Figure 1. Register map, names as in the netlist.
(2 px per um)
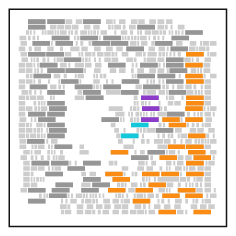
Figure 2. Port wiring.
(4 px per um)
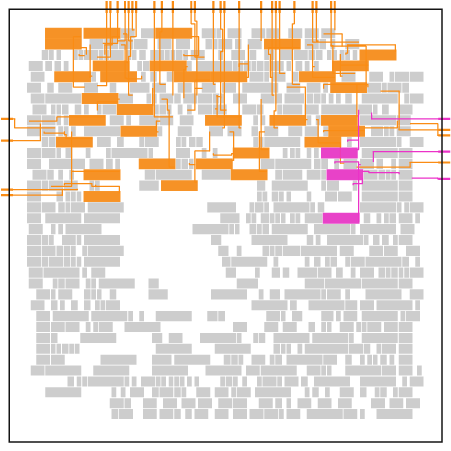
Figure 3. Clock wires, drivers and flops.
(2 px per um)
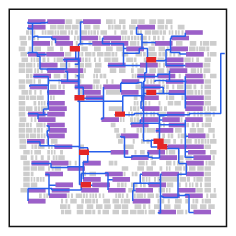
Figure 4. Cells colored by class.
(2 px per um)
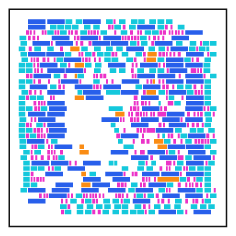
### config.mk
export PLATFORM = sky130hd
export DESIGN_NAME = alu_sweep_sequencer_flat
export DESIGN_NICKNAME = d
export VERILOG_FILES = /design/src/rtl/alu_sweep_sequencer_pkg.sv /design/src/rtl/alu_sweep_sequencer_if.sv /design/src/rtl/alu_sweep_sequencer.sv /design/src/flat_wrapper.sv
export SDC_FILE = /design/constraint.sdc
export NUM_CORES = 1
export LEC_CHECK = 0
export ABC_AREA = 1
export CAP_MARGIN = 10
export CORE_MARGIN = 4
export CORE_UTILIZATION = 44
export CTS_CLUSTER_SIZE = 20
export DETAILED_ROUTE_END_ITERATION = 8
export GPL_ROUTABILITY_DRIVEN = 0
export PLACE_DENSITY = 0.85
export RECOVER_POWER = 100
export SETUP_SLACK_MARGIN = 0.5
export SYNTH_ARGS = -nofsm -noshare
export SYNTH_HDL_FRONTEND = slang
export SYNTH_SLANG_ARGS = --single-unit
### constraint.sdc
create_clock -name clk -period 2.3 [get_ports clk]
set_clock_uncertainty 0.2 [all_clocks]
set_input_delay 0.23 -clock clk [delete_from_list [all_inputs] [get_ports clk]]
set_output_delay 0.23 -clock clk [all_outputs]
set_load 0.01 [all_outputs]
### src/rtl/alu_sweep_sequencer_pkg.sv
// Shared types and default sizes for the ALU sweep sequencer.
// Holds the FSM state encoding and the opcode type used by the sequencer and its stream interface.
package alu_seq_pkg;

    localparam int unsigned Width = 32;
    localparam int unsigned Opw   = 3;
    localparam int unsigned NOps  = 8;

    typedef enum logic [1:0] {
        StIdle,
        StDrive,
        StPresent
    } state_e;

    typedef logic [Opw-1:0] opcode_t;

endpackage

### src/rtl/alu_sweep_sequencer_if.sv
// Valid/ready result stream carrying one ALU result tagged with its opcode.
// The producer (sequencer) uses master; the consumer uses slave.
interface alu_sweep_sequencer_if
    import alu_seq_pkg::*;
#(
    parameter int unsigned WIDTH = Width,
    parameter int unsigned OPW   = Opw
) ();

    logic             valid;
    logic             ready;
    logic [WIDTH-1:0] data;
    logic [OPW-1:0]   opcode;
    logic             last;

    modport master (
        output valid,
        output data,
        output opcode,
        output last,
        input  ready
    );

    modport slave (
        input  valid,
        input  data,
        input  opcode,
        input  last,
        output ready
    );

endinterface

### src/rtl/alu_sweep_sequencer.sv
// Latches an operand pair on start, steps the ALU opcode through 0..N_OPS-1 and streams each
// registered result out with valid/ready backpressure; pulses done after the last handshake.
module alu_sweep_sequencer
    import alu_seq_pkg::*;
#(
    parameter int unsigned WIDTH = Width,
    parameter int unsigned OPW   = Opw,
    parameter int unsigned N_OPS = NOps
) (
    input  logic                  clk,
    input  logic                  rst_n,
    input  logic                  start,
    input  logic [WIDTH-1:0]      start_a,
    input  logic [WIDTH-1:0]      start_b,
    output logic                  busy,
    output logic                  done,
    output logic [WIDTH-1:0]      alu_a,
    output logic [WIDTH-1:0]      alu_b,
    output logic [OPW-1:0]        alu_opcode,
    output logic                  alu_en,
    input  logic [WIDTH-1:0]      alu_result,
    alu_sweep_sequencer_if.master res
);

    localparam logic [OPW-1:0] LastOp = OPW'(N_OPS - 1);

    state_e state_q, state_d;

    logic [WIDTH-1:0] alu_a_q, alu_a_d;
    logic [WIDTH-1:0] alu_b_q, alu_b_d;
    logic [OPW-1:0]   opcode_q, opcode_d;
    logic             alu_en_q, alu_en_d;
    logic             busy_q, busy_d;
    logic             done_q, done_d;
    logic             res_valid_q, res_valid_d;
    logic [WIDTH-1:0] res_data_q, res_data_d;
    logic [OPW-1:0]   res_opcode_q, res_opcode_d;
    logic             res_last_q, res_last_d;
    logic             handshake;

    assign handshake = res_valid_q && res.ready;

    always_ff @(posedge clk or negedge rst_n) begin
        if (!rst_n) begin
            state_q <= StIdle;
        end else begin
            state_q <= state_d;
        end
    end

    always_comb begin
        state_d = state_q;
        unique case (state_q)
            StIdle:    if (start) state_d = StDrive;
            StDrive:   state_d = StPresent;
            StPresent: if (handshake) state_d = res_last_q ? StIdle : StDrive;
            default:   state_d = StIdle;
        endcase
    end

    // Everything holds by default, so backpressure in StPresent freezes both ALU and stream sides.
    always_comb begin
        alu_a_d      = alu_a_q;
        alu_b_d      = alu_b_q;
        opcode_d     = opcode_q;
        alu_en_d     = alu_en_q;
        busy_d       = busy_q;
        done_d       = 1'b0;
        res_valid_d  = res_valid_q;
        res_data_d   = res_data_q;
        res_opcode_d = res_opcode_q;
        res_last_d   = res_last_q;
        unique case (state_q)
            StIdle: begin
                if (start) begin
                    alu_a_d  = start_a;
                    alu_b_d  = start_b;
                    opcode_d = '0;
                    alu_en_d = 1'b1;
                    busy_d   = 1'b1;
                end
            end
            StDrive: begin
                res_data_d   = alu_result;
                res_opcode_d = opcode_q;
                res_last_d   = (opcode_q == LastOp);
                res_valid_d  = 1'b1;
            end
            StPresent: begin
                if (handshake) begin
                    res_valid_d = 1'b0;
                    if (res_last_q) begin
                        alu_en_d = 1'b0;
                        busy_d   = 1'b0;
                        done_d   = 1'b1;
                    end else begin
                        opcode_d = opcode_q + OPW'(1);
                    end
                end
            end
            default: ;
        endcase
    end

    always_ff @(posedge clk or negedge rst_n) begin
        if (!rst_n) begin
            alu_a_q      <= '0;
            alu_b_q      <= '0;
            opcode_q     <= '0;
            alu_en_q     <= 1'b0;
            busy_q       <= 1'b0;
            done_q       <= 1'b0;
            res_valid_q  <= 1'b0;
            res_data_q   <= '0;
            res_opcode_q <= '0;
            res_last_q   <= 1'b0;
        end else begin
            alu_a_q      <= alu_a_d;
            alu_b_q      <= alu_b_d;
            opcode_q     <= opcode_d;
            alu_en_q     <= alu_en_d;
            busy_q       <= busy_d;
            done_q       <= done_d;
            res_valid_q  <= res_valid_d;
            res_data_q   <= res_data_d;
            res_opcode_q <= res_opcode_d;
            res_last_q   <= res_last_d;
        end
    end

    assign alu_a      = alu_a_q;
    assign alu_b      = alu_b_q;
    assign alu_opcode = opcode_q;
    assign alu_en     = alu_en_q;
    assign busy       = busy_q;
    assign done       = done_q;
    assign res.valid  = res_valid_q;
    assign res.data   = res_data_q;
    assign res.opcode = res_opcode_q;
    assign res.last   = res_last_q;

endmodule

### src/flat_wrapper.sv
// flat-port wrapper written by rule: the top's interface ports become plain ports
module alu_sweep_sequencer_flat import alu_seq_pkg::*;
#(
    parameter int unsigned WIDTH = Width,
    parameter int unsigned OPW   = Opw,
    parameter int unsigned N_OPS = NOps
)
  (clk, rst_n, start, start_a, start_b, busy, done, alu_a, alu_b, alu_opcode, alu_en, alu_result, res_valid, res_data, res_opcode, res_last, res_ready);
  alu_sweep_sequencer_if #(.WIDTH(WIDTH), .OPW(OPW)) res_i ();
  input  logic clk;
  input  logic rst_n;
  input  logic start;
  input  logic [WIDTH-1:0] start_a;
  input  logic [WIDTH-1:0] start_b;
  output logic busy;
  output logic done;
  output logic [WIDTH-1:0] alu_a;
  output logic [WIDTH-1:0] alu_b;
  output logic [OPW-1:0] alu_opcode;
  output logic alu_en;
  input  logic [WIDTH-1:0] alu_result;
  output wire logic [$bits(res_i.valid)-1:0] res_valid;
  output wire logic [$bits(res_i.data)-1:0] res_data;
  output wire logic [$bits(res_i.opcode)-1:0] res_opcode;
  output wire logic [$bits(res_i.last)-1:0] res_last;
  input wire logic [$bits(res_i.ready)-1:0] res_ready;
  assign res_valid = res_i.valid;
  assign res_data = res_i.data;
  assign res_opcode = res_i.opcode;
  assign res_last = res_i.last;
  assign res_i.ready = res_ready;
  alu_sweep_sequencer #(.WIDTH(WIDTH), .OPW(OPW), .N_OPS(N_OPS)) u_core (.clk(clk), .rst_n(rst_n), .start(start), .start_a(start_a), .start_b(start_b), .busy(busy), .done(done), .alu_a(alu_a), .alu_b(alu_b), .alu_opcode(alu_opcode), .alu_en(alu_en), .alu_result(alu_result), .res(res_i));
endmodule
==> run notes <==
Implementation results. The run finished with clean final reports. Synthesized netlist cell count landed at 474. Per the CTS log, the root buffer master is sky130_fd_sc_hd__clkbuf_8. Via count of the first global-routing pass landed at 3990. In this run the core area contains 36 standard-cell rows.

Yosys attributes the largest share of cell area to sky130_fd_sc_hd__dfrtp_1, sky130_fd_sc_hd__nand2_1, sky130_fd_sc_hd__nand3_1. According to the floorplan report, the total die area is 0.01163 sq mm. Met1 layer wirelength in the final routing landed at 4776 um. In this build the clock could be raised as far as 527.5 MHz. The report puts the cell count of the worst reg-to-reg path at 5. Per Yosys stat, the portion of area used by sequential elements is 61.64%. Vertical die size landed at 107.8 um. Global-route met1 utilization landed at 24.82%. The transition time recorded at the tightest slew-check pin is 997.8 ps.

Clock-pin transition on the worst setup and hold timing paths landed at 90 ps. The final layout reports a setup TNS of 0 ps. In the final layout, the share of cells above drive strength 1 is 4.727%. Signal nets in the final route climb as high as met4. Post-synth tally of flip-flops with integrated enable landed at 0. Wire segments on met2 add up to 5900 um in the final route. The worst setup path is captured at a flop. The most used flip-flop cell after synthesis is sky130_fd_sc_hd__dfrtp_1. Total cell area reported by yosys after synthesis landed at 0.004384 sq mm. For this run, the final setup violation count is recorded as 0.

Detailed-route wire length landed at 11730 um. Of the total power, the share spent switching nets is 37.43%. Post-synthesis compound-gate area fraction landed at 6.221%. Final standard cell utilization of the core landed at 68.61%. After clock tree synthesis, the repair step resized 2 gates.

Final-report max-slew violation count landed at 0. Relative slew slack landed at 33.48%. In the finished design the tool counted flip-flops and latches totalling 108. Core area landed at 0.009729 sq mm. Layout net count landed at 774.

Multi-input logic portion of the cell area landed at 19.31%. Combinational cell fraction of total power landed at 46.3%. After layout the clock buffers and inverters come to 3.055% of cell area.

Overall via count from detail_route landed at 3860. Number of antenna violations at the first check in global routing landed at 0. The clock network is responsible for 14.2% of the overall power. Detailed-route iteration 0 reported a violation count of 225. Per the cell usage report, the commonest logic cell in the layout is sky130_fd_sc_hd__nand2_1.

The worst hold path terminates at u_core.alu_a[2]. The worst setup path is launched from a flop. Average wire per cell in the routed design landed at 14.49 um. Number of warnings the tools reported landed at 27.

Clock tree synthesis found a total of 108 sinks. Once the clock tree was built, the setup fixing pass inserted 0 buffers. Data on the critical path is required at its endpoint by 2350 ps.

Leftover overflow at the end of global routing landed at 0. In this run the worst hold path is classified as primary input to flop. Total clock buffers created by CTS landed at 9. Cell area after placement landed at 0.006539 sq mm. Looking at hold timing, the worst path starts from start. Wire length on met3 landed at 861 um. Cell-internal power landed at 5.160 mW. The H-tree was split into 3 levels. Registers take 0.002703 sq mm. The clock buffers instantiated in the layout total 13. In this run the deepest clock path goes through 2 buffers.

For this design, Yosys synthesis ends with a cell count of 474. Distinct cell type count after synthesis landed at 20. The commonest cells after synthesis are sky130_fd_sc_hd__nand2_1, sky130_fd_sc_hd__dfrtp_1, sky130_fd_sc_hd__nand3_1. Top-area cell type share of the netlist area landed at 61.64%. Count of yosys warnings during synthesis landed at 0.

Summed over all nets, the switching power comes to 3.087 mW. The final antenna diode tally reported by the flow is 0. For reference, simple AND, OR, NAND and NOR cells occupy 23.92% of the area reported after synthesis. Ranked by total area, the top cell class in this layout is registers. TritonCTS built the clock tree. On the final layout, the worst hold slack is 177.9 ps. Per STA, the endpoint of the critical path is u_core.alu_a[11]. The first detailed-routing pass took 4 iterations. In the final layout, excluding clock buffers the buffer count is 217. Proportion of register bits with asynchronous set or reset after synthesis landed at 100.0%. Adder and majority cell fraction of the synthesized area landed at 0.5708%. Counting instances, the worst hold path has a depth of 4. In the final layout, flip-flops and latches take up 40.49% of the cell area. Looking at the setup timing report, the critical path kind is flop to flop. First-pass GRT wire length landed at 18860 um.

Averaged over all synthesized cells, the footprint is 9.249 sq um. By instance count after routing, the leading logic cell types are sky130_fd_sc_hd__nand2_1, sky130_fd_sc_hd__dfrtp_1, sky130_fd_sc_hd__dlygate4sd3_1. Of the combinational cells, the family taking the most area is simple AND/OR/NAND/NOR gates. After Yosys synthesis, XOR and XNOR cells account for 0% of the synthesized area. Synthesis inferred 108 register bits. Total of fill cells in the finished design landed at 811. Power density over cell area landed at 1236 mW/mm^2. HPWL after detailed placement landed at 8775 um. Clock period minus worst slack landed at 1896 ps. Pin placement for this block handled 207 I/O pins. met2 is the most crowded layer. By instance count, the leading cell after synthesis is sky130_fd_sc_hd__nand2_1. Post-route antenna net violation count landed at 0. Starting density of the core landed at 45.06%. Leakage power of the design landed at 3.394 nW.

Final cell count without fillers landed at 810. The portion of synthesized area spent on multiplexers is 0%. The synthesized design spends more area on one cell type than any other, namely sky130_fd_sc_hd__dfrtp_1. Vias per cell landed at 4.765. Counting endpoints that fail hold in the final report gives 0. Per the layout report, the design carries 41 non-clock inverters.

Number of multi-input combinational cells in the layout landed at 295. Total power of the final layout landed at 8.247 mW. Area of all placed cells without fillers landed at 0.006675 sq mm. Number of buffers inserted by port buffering landed at 206. Largest net degree at the start of global routing landed at 57.

In this run, placement finished with an instance count of 792.
Notes on Figure 1 above:
Key: purple = u_core.alu_opcode [flops 3]; orange = u_core.res.data [flops 32]; cyan = u_core.state_q [flops 2]
Another 71 sequential cells are not colored.

Notes on Figure 2 above:
Key: magenta = res_opcode [bits 3, direction output, edge right, end cells 3, buffers 3, wire 93.1 um]; orange = alu_b [bits 32, direction output, edge 25 top, 4 left, 3 right, end cells 32, buffers 32, wire 1030 um]

Notes on Figure 3 above:
Key: red = cells driving clock nets [count 9]; purple = flip-flops [count 108]; blue = clock wires [length 1190 um]
Position of the flops: spread over the die.

Notes on Figure 4 above:
Key: cyan = other buffers and delay cells [cells 217]; orange = clock drivers and dummy loads [cells 16]; blue = flip-flops [cells 108]; magenta = all other logic [cells 336]

## critical path, cell delays in order, from the launching register on
cell and delay [ps]:
sky130_fd_sc_hd__dfrtp_1 440, sky130_fd_sc_hd__nor2_1 270, sky130_fd_sc_hd__nand2_2 400, sky130_fd_sc_hd__buf_12 320, sky130_fd_sc_hd__nand2_1 80, sky130_fd_sc_hd__nand2_1 50
## power groups by stage
stage | combinational, mW | clock [mW] | sequential, mW
after floorplan | 1.62 | 0 | 3.68
after global placement | 4.21 | 0 | 3.30
final | 3.82 | 1.17 | 3.25
after global routing | 4.25 | 1.28 | 3.37
after detailed placement | 4.35 | 0 | 3.33
after CTS | 4.36 | 1.20 | 3.31
No activity file was given, so power comes from the tool's default toggle rates.
